`src/rtl/serial_adder_pkg.sv`:
```
// Shared types and limits for the bit-serial adder (FSM state encoding, width ceiling).
package serial_adder_pkg;

  typedef enum logic [1:0] {
    S_IDLE = 2'd0,
    S_RUN  = 2'd1,
    S_DONE = 2'd2
  } state_t;

  localparam int WIDTH_MAX = 32;

endpackage

```
`src/rtl/full_adder_cell.sv`:
```
// Combinational one-bit full adder; the only arithmetic in the serial adder's RUN path.
module full_adder_cell (
  input  logic x,
  input  logic y,
  input  logic ci,
  output logic s,
  output logic co
);

  assign s  = x ^ y ^ ci;
  assign co = (x & y) | (x & ci) | (y & ci);

endmodule

```
`src/rtl/serial_adder.sv`:
```
// Bit-serial WIDTH-bit adder, LSB first, one bit per clock, valid/ready on both sides.
// Define SERIAL_ADDER_SUB_EN to add the 'sub' port (a - b via inverted b and forced carry-in).
module serial_adder
  import serial_adder_pkg::*;
#(
  parameter int WIDTH = 8
) (
  input  logic             clk,
  input  logic             rst_n,
  input  logic             in_valid,
  output logic             in_ready,
  input  logic [WIDTH-1:0] a,
  input  logic [WIDTH-1:0] b,
  input  logic             cin,
`ifdef SERIAL_ADDER_SUB_EN
  input  logic             sub,
`endif
  output logic             out_valid,
  input  logic             out_ready,
  output logic [WIDTH-1:0] sum,
  output logic             cout,
  output logic             busy
);

  localparam int CNT_W = (WIDTH > 1) ? $clog2(WIDTH) : 1;
  localparam logic [CNT_W-1:0] LAST = CNT_W'(WIDTH - 1);

  state_t           state;
  logic [WIDTH-1:0] a_sh;
  logic [WIDTH-1:0] b_sh;
  logic [WIDTH-1:0] sum_sh;
  logic [WIDTH-1:0] sum_next;
  logic             c;
  logic [CNT_W-1:0] cnt;
  logic             s_bit;
  logic             c_next;
  logic [WIDTH-1:0] b_load;
  logic             c_load;

  // Subtraction is a + ~b + 1, so only the loaded operand and carry differ.
  always_comb begin
    b_load = b;
    c_load = cin;
`ifdef SERIAL_ADDER_SUB_EN
    if (sub) begin
      b_load = ~b;
      c_load = 1'b1;
    end
`endif
  end

  full_adder_cell u_fa (
    .x (a_sh[0]),
    .y (b_sh[0]),
    .ci(c),
    .s (s_bit),
    .co(c_next)
  );

  assign sum_next  = {s_bit, sum_sh[WIDTH-1:1]};
  assign in_ready  = (state == S_IDLE);
  assign out_valid = (state == S_DONE);
  assign busy      = (state != S_IDLE);

  always_ff @(posedge clk) begin
    if (!rst_n) begin
      state  <= S_IDLE;
      a_sh   <= '0;
      b_sh   <= '0;
      sum_sh <= '0;
      c      <= 1'b0;
      cnt    <= '0;
      sum    <= '0;
      cout   <= 1'b0;
    end else begin
      case (state)
        S_IDLE: begin
          if (in_valid) begin
            a_sh   <= a;
            b_sh   <= b_load;
            c      <= c_load;
            cnt    <= '0;
            sum_sh <= '0;
            state  <= S_RUN;
          end
        end
        S_RUN: begin
          c      <= c_next;
          sum_sh <= sum_next;
          a_sh   <= a_sh >> 1;
          b_sh   <= b_sh >> 1;
          cnt    <= cnt + CNT_W'(1);
          // Last bit: publish the assembled word; cnt cleared so it never runs past LAST.
          if (cnt == LAST) begin
            sum   <= sum_next;
            cout  <= c_next;
            cnt   <= '0;
            state <= S_DONE;
          end
        end
        S_DONE: begin
          if (out_ready) state <= S_IDLE;
        end
        default: state <= S_IDLE;
      endcase
    end
  end

endmodule

```
`config.mk`:
```
export PLATFORM = sky130hd
export DESIGN_NAME = serial_adder
export DESIGN_NICKNAME = d
export VERILOG_FILES = /design/src/rtl/serial_adder_pkg.sv /design/src/rtl/full_adder_cell.sv /design/src/rtl/serial_adder.sv
export SDC_FILE = /design/constraint.sdc
export NUM_CORES = 1
export LEC_CHECK = 0
export CORE_AREA = 2 2 64 66
export CTS_CLUSTER_DIAMETER = 100
export DETAILED_ROUTE_END_ITERATION = 12
export DIE_AREA = 0 0 66 68
export PLACE_DENSITY_LB_ADDON = 0.15
export SYNTH_ARGS = -nofsm -noshare
export SYNTH_HDL_FRONTEND = slang
export SYNTH_SLANG_ARGS = --single-unit
```
`constraint.sdc`:
```
create_clock -name clk -period 1.3 [get_ports clk]
set_input_delay 0.26 -clock clk [delete_from_list [all_inputs] [get_ports clk]]
set_output_delay 0.26 -clock clk [all_outputs]
set_load 0.02 [all_outputs]
```
Figure 1. Wiring by layer (run 1).
Scale: 6 px per um. Only two layers are drawn.
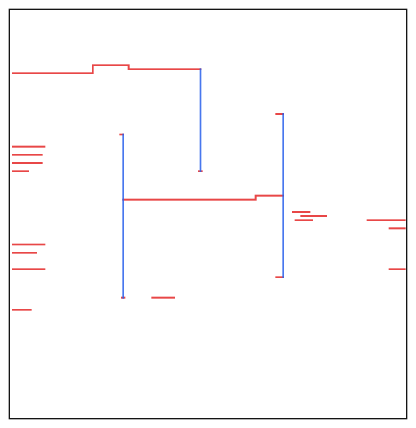
Key: metal 3 = red [wire length 123 um]; metal 4 = blue [wire length 71.4 um]

Figure 2. Wiring heat map (run 1).
Scale: 6 px per um. The die is cut into 13 by 14 equal tiles; dark blue is low, red is high, scaled to the fullest tile. Values are wire area over tile area, all layers added.
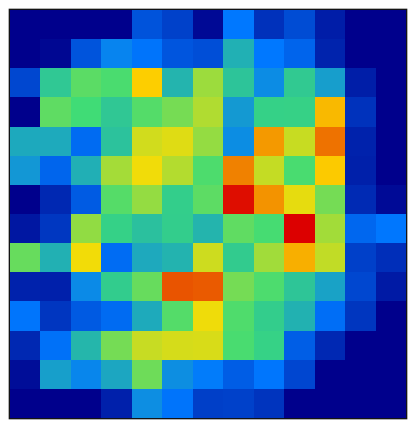
17% of the tiles are nearly empty. The emptiest ninth of the die: south-east. 31% of the tiles are over half the peak.

Figure 3. Nets reached from selected ports (run 1).
Scale: 6 px per um.
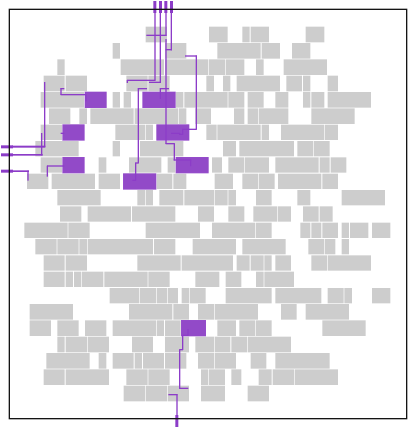
Key: a = purple [bits 8, direction input, end cells 8, buffers 8, wire 167 um]

==> summary.rpt, run 1 <==
RUN METRICS
----------------------------------------------------
[Final timing]
  Slew at the pin closest to its max-slew limit ........................ 0.293 ns
  Maximum clock skew at final layout ........................ 0.00708 ns
  Max-slew violation count ........................ 0
  Final Hold Viols ........................ 0
  Total setup violations reported at the end of the flow ........................ 2
  Normalized max-slew margin ........................ 80.5%
  Min cycle time layout ........................ 1.31 ns
  Final worst slack ........................ -0.00831 ns
  Setup repair after global routing missed its margin ........................ true
  Maximum clock frequency ........................ 764 MHz
  Worst hold margin ........................ 0.455 ns
  Share of the cycle needed by the critical path after routing ........................ 101%

[Synthesis]
  Number of synthesized register bits ........................ 38
  Distinct cells, synth ........................ 26
  Total of warnings raised by yosys ........................ 0
  Syn Area/Cell ........................ 9.77 um^2
  Fraction of post-synthesis cell area in the top cell type by area ........................ 46.3%
  Number of flops mapped to enable cells by yosys ........................ 0
  Yosys cell count ........................ 168
  Synth async-reset ratio ........................ 0%
  Yosys top cell by area ........................ dfxtp_1
  Top cells by area, synth ........................ dfxtp_1 (46%), mux2i_1 (6.7%), o211a_1 (6.1%), a21boi_0 (5.5%), a22oi_1 (4.6%)
  Most instantiated flip-flop cell in the synthesis netlist ........................ dfxtp_1
  Yosys chip area ........................ 1640 um^2
  Post-synth net total ........................ 192
  Portion of the post-synthesis area used by sequential elements ........................ 46.3%
  Post-Synthesis Cell Area ........................ 1640 um^2
  Synthesized instance count ........................ 168

[Pwr]
  Total power after layout ........................ 2.61 mW
  Portion of total power attributed to sequential cells ........................ 48.3%
  Combinational cell fraction of total power ........................ 14.5%
  Proportion of power drawn by the clock network ........................ 37.2%
  Proportion of total power due to net switching ........................ 22.8%
  Worst vdd ir ........................ 0.695 mV
  Pwr/cell area ........................ 1130 nW/um^2
  Net switching power ........................ 596 uW
  Leakage ........................ 0.989 nW
  Int Pwr ........................ 2.01 mW

[Route]
  DRC errors left ........................ 0
  First-pass DRT Iterations ........................ 5
  Via count ........................ 1375
  Routed wirelength normalized by instance count ........................ 14.4 um
  Number of vias per cell ........................ 5.23
  Total wire length ........................ 3.79 mm
  Number of design-rule violations left by the first detailed-router iteration ........................ 92
  Number of antenna-violating nets in the routed design ........................ 0

[Cells and area]
  Area added between synthesis and finish ........................ 40.5%
  Post-layout nets ........................ 236
  Count of antenna diodes in the layout ........................ 0
  Cell area after layout ........................ 2310 um^2
  Share of layout cells above drive strength 1 ........................ 20.7%
  Commonest cells after routing, fill and taps aside ........................ dfxtp_1 (35), clkdlybuf4s50_1 (20), nand2_1 (19), buf_4 (13), nor2_1 (12)
  Most frequent standard cell in the layout excluding fill and tap cells ........................ dfxtp_1
  End-of-flow core utilization ........................ 59.8%

[Floorplanning]
  Number of core rows ........................ 23
  Total I/O pin count ........................ 33
  Core outline area ........................ 3860 um^2
  Die Wd ........................ 66 um
  Die y size ........................ 68 um
  Die footprint ........................ 4490 um^2
  Starting Density ........................ 42.6%

[Placement]
  Post-Place Cell Area ........................ 2070 um^2
  Hpwl dp ........................ 2.45 mm
  GP Congestion ........................ 0.750
  IO Port Bufs ........................ 32

[Worst setup path]
  Worst path bufs/invs ........................ 1
  Cell family with the largest share of critical-path delay ........................ flip-flops
  Cell count of the worst reg-to-reg path ........................ 4
  Critical path depth in cells ........................ 2
  CP peak stage delay ........................ 0.37 ns
  Type of the worst setup path ........................ reg -> out
  Cell-by-cell trace of the critical path ........................ or2_4, buf_4
  Arrival time of the worst setup path ........................ 1.05 ns
  Element type at the critical path start ........................ flop
  Cell with the biggest individual delay on the critical path ........................ dfxtp_4
  Top fanout value on the critical path ........................ 4
  Req. time, crit path ........................ 1.04 ns
  CP endpoint kind ........................ output port

[Clocking]
  Clock sinks ........................ 38
  CTS Buf Count ........................ 5
  Max Buffers Root-to-Sink ........................ 2
  Clock transition at the register clock pins on the worst setup and hold paths after CTS ........................ 0.07 ns
  Maximum level of the CTS H-tree ........................ 2
  Clock root cell ........................ clkbuf_8
  CTS tree ........................ done
  Clock latency of the later-clocked register in the worst-skew pair ........................ 0.29 ns
  Post-CTS Hold Buffers ........................ 0

[Outcome]
  Run status ........................ finished, violations left
  Violations in the final reports ........................ setup timing

[Hold path]
  Worst Hold Path Cells ........................ 2
  Path class of the lowest-slack min-delay path ........................ reg -> reg

[Global route]
  Global Route Usage Sum ........................ 17.5%
  Maximum number of pins on one net before global-route repair ........................ 39
  Global-route wire length before repair ........................ 5.86 mm
  Residual overflow from global routing ........................ 0
  Vias in the first global route ........................ 1338
  Initial antenna violation count ........................ 0

[Run]
  Tally of OpenROAD warnings ........................ 28
  Max-Cap Viols ........................ 0

----------------------------------------------------
-- run 1: power groups by stage --
stage	combinational, mW	sequential, mW	clock [mW]
final	0.379	1.26	0.971
after global routing	0.413	1.26	1.04
after CTS	0.334	1.25	0.989
after detailed placement	0.329	1.28	0
after global placement	0.313	1.28	0
after floorplan	0.206	1.27	0
-- run 1: per-stage QoR --
| step | setup WS (ns) | TNS [ns] | cells |
|---|---|---|---|
| floorplan | 0.0220 | 0 | 168 |
| global placement | -0.258 | -4.69 | 249 |
| detailed placement | -0.324 | -6.15 | 249 |
| CTS | -0.0492 | -0.232 | 257 |
| global route | -0.0326 | -0.116 | 263 |
| finish | -0.00831 | -0.0128 | 263 |
-- run 1: area by class of cell --
class	instances	area, um^2
clock inverter	1	30.0
sequential	38	767
multi-input combinational	115	863
fill	339	1550
inverter	2	7.51
timing repair buffer	50	500
tap	50	62.6
clock buffer	7	76.3
-- run 1: sequential cells by signal, summed over array words and instances (netlist names) --
register / cells
a_sh: 8
b_sh: 8
sum: 8
sum_sh: 7
cnt: 3
state: 2
c: 1
cout: 1
-- run 1: final timing paths --
check	startpoint	slack, ns	end
setup / recovery	state[0]	-0.008	busy
hold / removal	sum[2]	0.45	sum[2]
setup reg to reg	state[0]	0.03	a_sh[6]
hold reg to reg	sum[2]	0.45	sum[2]
-- run 1: worst min-delay path: stages (launching register included) --
cell      delay [ns]
dfxtp_1         0.31
nand2_1         0.05
a21boi_1        0.05
-- run 1: kinds of logic (layout without fill, tap and decap cells) --
family	Yosys count	count (layout)	share of synthesized area, %
AND-OR/OR-AND	41	41	20.7
AND/OR/NAND/NOR	60	60	18.5
flip-flops	38	38	46.3
multiplexers	11	11	6.71
buffers and inverters	15	60	4.95
adder cells (fa/ha/maj)	3	3	2.74
-- run 1: repair_timing --
item                       4_1_cts  5_1_grt
setup endpoints to repair       46       38
buffers inserted                 0        5
pin swaps                        1        7
cloned                           0        1
resized                         27       25
-- run 1: Yosys cell counts (all sizes together) (2+ instances only) --
cell     count
o211a       10
nand3        9
nor2        12
mux2i       11
a22oi       10
clkbuf       4
nand4bb      2
nand2b       2
inv          2
o221ai       5
nand2       19
a21boi      12
ha           2
buf          9
o21ai        2
nor2b       12
dfxtp       38
-- run 1: routing by layer --
layer | vias up | GRT usage (%) | wire length [um]
li1 | 682 | - | -
met2 | 25 | 34.1 | 2040
met5 | - | 0 | 0
met3 | 8 | 3.95 | 123
met1 | 660 | 17.6 | 1560
met4 | 0 | 8.42 | 71
Figure 4. Where the registers sit (run 1).
Scale: 8 px per um. Other sequential cells in the stronger grey, the rest of the logic in the fainter grey.
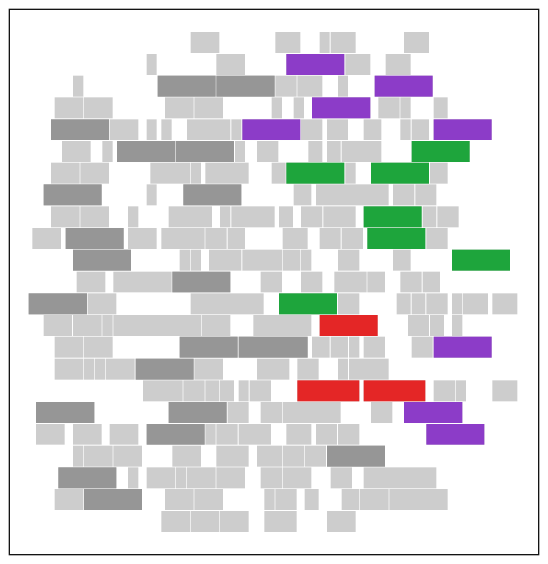

--- run 2 (diff from run 1) ---
Settings changed: PLACE_DENSITY set to 0.72, PLACE_DENSITY_LB_ADDON 0.15 to unset.
Figure 5. Where the registers sit (run 2).
Scale: 8 px per um. Other sequential cells in the stronger grey, the rest of the logic in the fainter grey.
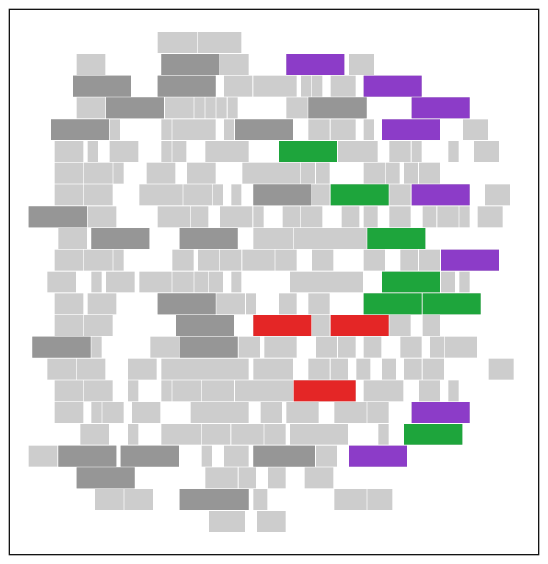
Key: sum_sh = green [sequential cells 7, where east]; cnt = red [sequential cells 3]; sum = purple [sequential cells 8]
Another 20 sequential cells are not coloured.

Figure 6. Placed standard cells (run 2).
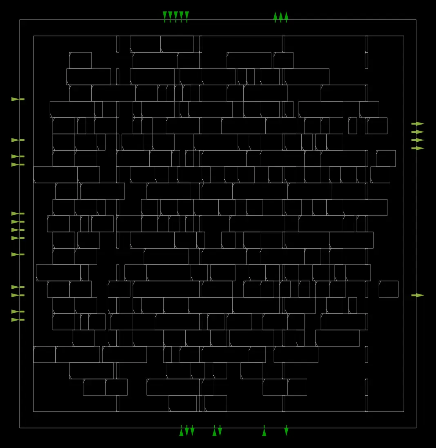
number of tap cells added at floorplan: 50
fill cell total of the finished layout: 347
sequential fraction of total cell area: 33.4%
end-of-flow core utilization: 59.5%

==> summary.rpt, run 2 <==
RUN METRICS
----------------------------------------------------
[Route]
  Number of vias per cell ........................ 5.22
  Routed wirelength normalized by instance count ........................ 14.2 um
  Via count ........................ 1358
  Number of antenna-violating nets in the routed design ........................ 0
  DRC errors left ........................ 0
  Total wire length ........................ 3.70 mm
  Number of design-rule violations left by the first detailed-router iteration ........................ 81
  First-pass DRT Iterations ........................ 4

[Placement]
  Minimum setup slack after placement ........................ -0.299 ns
  GP Congestion ........................ 0.722
  Placed instance count ........................ 249
  Hpwl dp ........................ 2.39 mm
  IO Port Bufs ........................ 32

[Worst setup path]
  Req. time, crit path ........................ 1.04 ns
  Setup slack of the most critical reg-to-reg path ........................ 0.04 ns
  Worst path bufs/invs ........................ 2
  Type of the worst setup path ........................ reg -> out
  Top fanout value on the critical path ........................ 3
  Cell family with the largest share of critical-path delay ........................ flip-flops
  Element type at the critical path start ........................ flop
  CP endpoint kind ........................ output port
  Cell with the biggest individual delay on the critical path ........................ dfxtp_4
  Cell-by-cell trace of the critical path ........................ or2_4, inv_2, buf_6
  CP peak stage delay ........................ 0.36 ns
  Arrival time of the worst setup path ........................ 1.04 ns

[Cells and area]
  Largest registers ........................ a_sh: 8 flops, b_sh: 8 flops, sum: 8 flops
  Register area ........................ 767 um^2
  Non-filler cells in the finished layout ........................ 260
  Count of antenna diodes in the layout ........................ 0
  Post-layout nets ........................ 233
  Share of layout cells above drive strength 1 ........................ 21.0%
  Most frequent standard cell in the layout excluding fill and tap cells ........................ dfxtp_1
  Area of the multi-input gates ........................ 872 um^2
  Commonest cells after routing, fill and taps aside ........................ dfxtp_1 (35), nand2_1 (19), clkdlybuf4s50_1 (19)
  Area added between synthesis and finish ........................ 39.9%

[Clocking]
  Maximum level of the CTS H-tree ........................ 2
  CTS Buf Count ........................ 5
  CTS tree ........................ done
  Clock latency of the later-clocked register in the worst-skew pair ........................ 0.29 ns
  Clock sinks ........................ 38
  Max Buffers Root-to-Sink ........................ 2
  Post-CTS Hold Buffers ........................ 0
  Clock transition at the register clock pins on the worst setup and hold paths after CTS ........................ 0.08 ns
  Clock root cell ........................ clkbuf_8

[Synthesis]
  Number of synthesized register bits ........................ 38
  Total of warnings raised by yosys ........................ 0
  Most instantiated flip-flop cell in the synthesis netlist ........................ dfxtp_1
  Syn Area/Cell ........................ 9.77 um^2
  Top cells by instance count after synthesis ........................ dfxtp_1 (38), nand2_1 (19), a21boi_0 (12), nor2_1 (12), nor2b_1 (12)
  Most popular library cell in the synthesized design by count ........................ dfxtp_1
  Synthesized instance count ........................ 168
  Post-synth net total ........................ 192
  Yosys cell count ........................ 168
  Yosys top cell by area ........................ dfxtp_1
  Top cells by area, synth ........................ dfxtp_1 (46%), mux2i_1 (6.7%), o211a_1 (6.1%), a21boi_0 (5.5%), a22oi_1 (4.6%)
  Fraction of post-synthesis cell area in the top cell type by area ........................ 46.3%
  Synth async-reset ratio ........................ 0%
  Post-Synthesis Cell Area ........................ 1640 um^2
  Yosys chip area ........................ 1640 um^2
  Number of flops mapped to enable cells by yosys ........................ 0
  Portion of the post-synthesis area used by sequential elements ........................ 46.3%
  Distinct cells, synth ........................ 26

[Final timing]
  Slew at the pin closest to its max-slew limit ........................ 0.305 ns
  Final worst slack ........................ -0.00196 ns
  Maximum clock skew at final layout ........................ 0.00660 ns
  Setup repair after global routing missed its margin ........................ true
  Share of the cycle needed by the critical path after routing ........................ 100%
  Final Hold Viols ........................ 0
  Total setup violations reported at the end of the flow ........................ 1
  Min cycle time layout ........................ 1.30 ns
  Max-slew violation count ........................ 0
  Maximum clock frequency ........................ 768 MHz
  Normalized max-slew margin ........................ 79.7%

[Global route]
  Vias in the first global route ........................ 1302
  Residual overflow from global routing ........................ 0
  Global-route wire length before repair ........................ 5.70 mm
  Maximum number of pins on one net before global-route repair ........................ 26
  Initial antenna violation count ........................ 0
  Global Route Usage Sum ........................ 16.9%

[Outcome]
  Run status ........................ finished, violations left
  Violations in the final reports ........................ setup timing

[Floorplanning]
  Die footprint ........................ 4490 um^2
  Number of core rows ........................ 23
  Die Wd ........................ 66 um
  Total I/O pin count ........................ 33
  Core outline area ........................ 3860 um^2
  Starting Density ........................ 42.6%
  Die y size ........................ 68 um

[Run]
  Tally of OpenROAD warnings ........................ 28
  Max-Cap Viols ........................ 0

[Pwr]
  Pwr/cell area ........................ 1140 nW/um^2
  Worst vdd ir ........................ 0.576 mV
  Leakage ........................ 0.991 nW

[Hold path]
  Path class of the lowest-slack min-delay path ........................ reg -> reg

----------------------------------------------------
[run 2: cell count changes in the layout (fill, tap and decap cells not counted), moves of 2 or more]
cell / previous run / this run
buf_4: 13 / 6
buf_6: 3 / 7
clkbuf_1: 2 / 0
clkinv_2: 0 / 2
nor2b_2: 2 / 0
[run 2: stage by stage]
| step | TNS (ns) | area (um^2) | hold slack (ns) | power (mW) | utilization (%) |
|---|---|---|---|---|---|
| after floorplan | 0 | 1640 | 0.440 | 1.48 | - |
| after global placement | -4.81 | 2070 | 0.450 | 1.59 | 53.6 |
| after detailed placement | -5.88 | 2070 | 0.458 | 1.61 | 53.6 |
| after CTS | -0.0231 | 2170 | 0.467 | 2.60 | 56.3 |
| after global routing | -0.104 | 2300 | 0.479 | 2.73 | 59.5 |
| final | -0.00196 | 2300 | 0.447 | 2.61 | 59.5 |
[run 2: worst min-delay path, stage by stage (launching register included)]
cell	delay (ns)
dfxtp_1	0.31
nand2_1	0.05
a21boi_1	0.04
[run 2: cell families (layout without fill, tap and decap cells)]
group | count (synthesis) | after routing | synth area share (%)
AND/OR/NAND/NOR | 60 | 60 | 18.5
AND-OR/OR-AND | 41 | 41 | 20.7
flip-flops | 38 | 38 | 46.3
buffers and inverters | 15 | 57 | 4.95
multiplexers | 11 | 11 | 6.71
adder cells (fa/ha/maj) | 3 | 3 | 2.74
[run 2: area by class of cell]
class                   count  area share [%]
multi-input cells         115            38.0
flip-flops and latches     38            33.4
repair buffers             47            20.8
clock buffers               5            3.00
well taps                  50            2.72
clock inverters             3            1.74
inverters                   2           0.327
[run 2: metal layers]
metal | GRT usage [%] | part of all wire [%] | vias to the layer above
met5 | 0 | 0 | -
met4 | 7.14 | 1.3 | 0
met3 | 5.59 | 4.7 | 5
met2 | 31.1 | 54 | 32
met1 | 17.7 | 40 | 646
li1 | - | - | 675
[run 2: timing repair]
item / 4_1_cts / 5_1_grt
buffers inserted: 0 / 1
setup endpoints to repair: 46 / 28
cloned: 0 / 2
pin swaps: 0 / 17
resized: 28 / 33
[run 2: where the power goes]
group	switching [mW]	internal [mW]
logic	0.155	0.206
clock network	0.428	0.565
registers	0.0405	1.22
[run 2: path summary, 6_finish.rpt]
| kind | cells after the start | start | to |
|---|---|---|---|
| hold / removal | 2 | sum[0] | sum[0] |
| setup reg to reg | 4 | state[0] | a_sh[6] |
| hold reg to reg | 2 | sum[0] | sum[0] |
| setup / recovery | 3 | state[0] | in_ready |
No activity file was given, so power comes from the tool's default toggle rates.
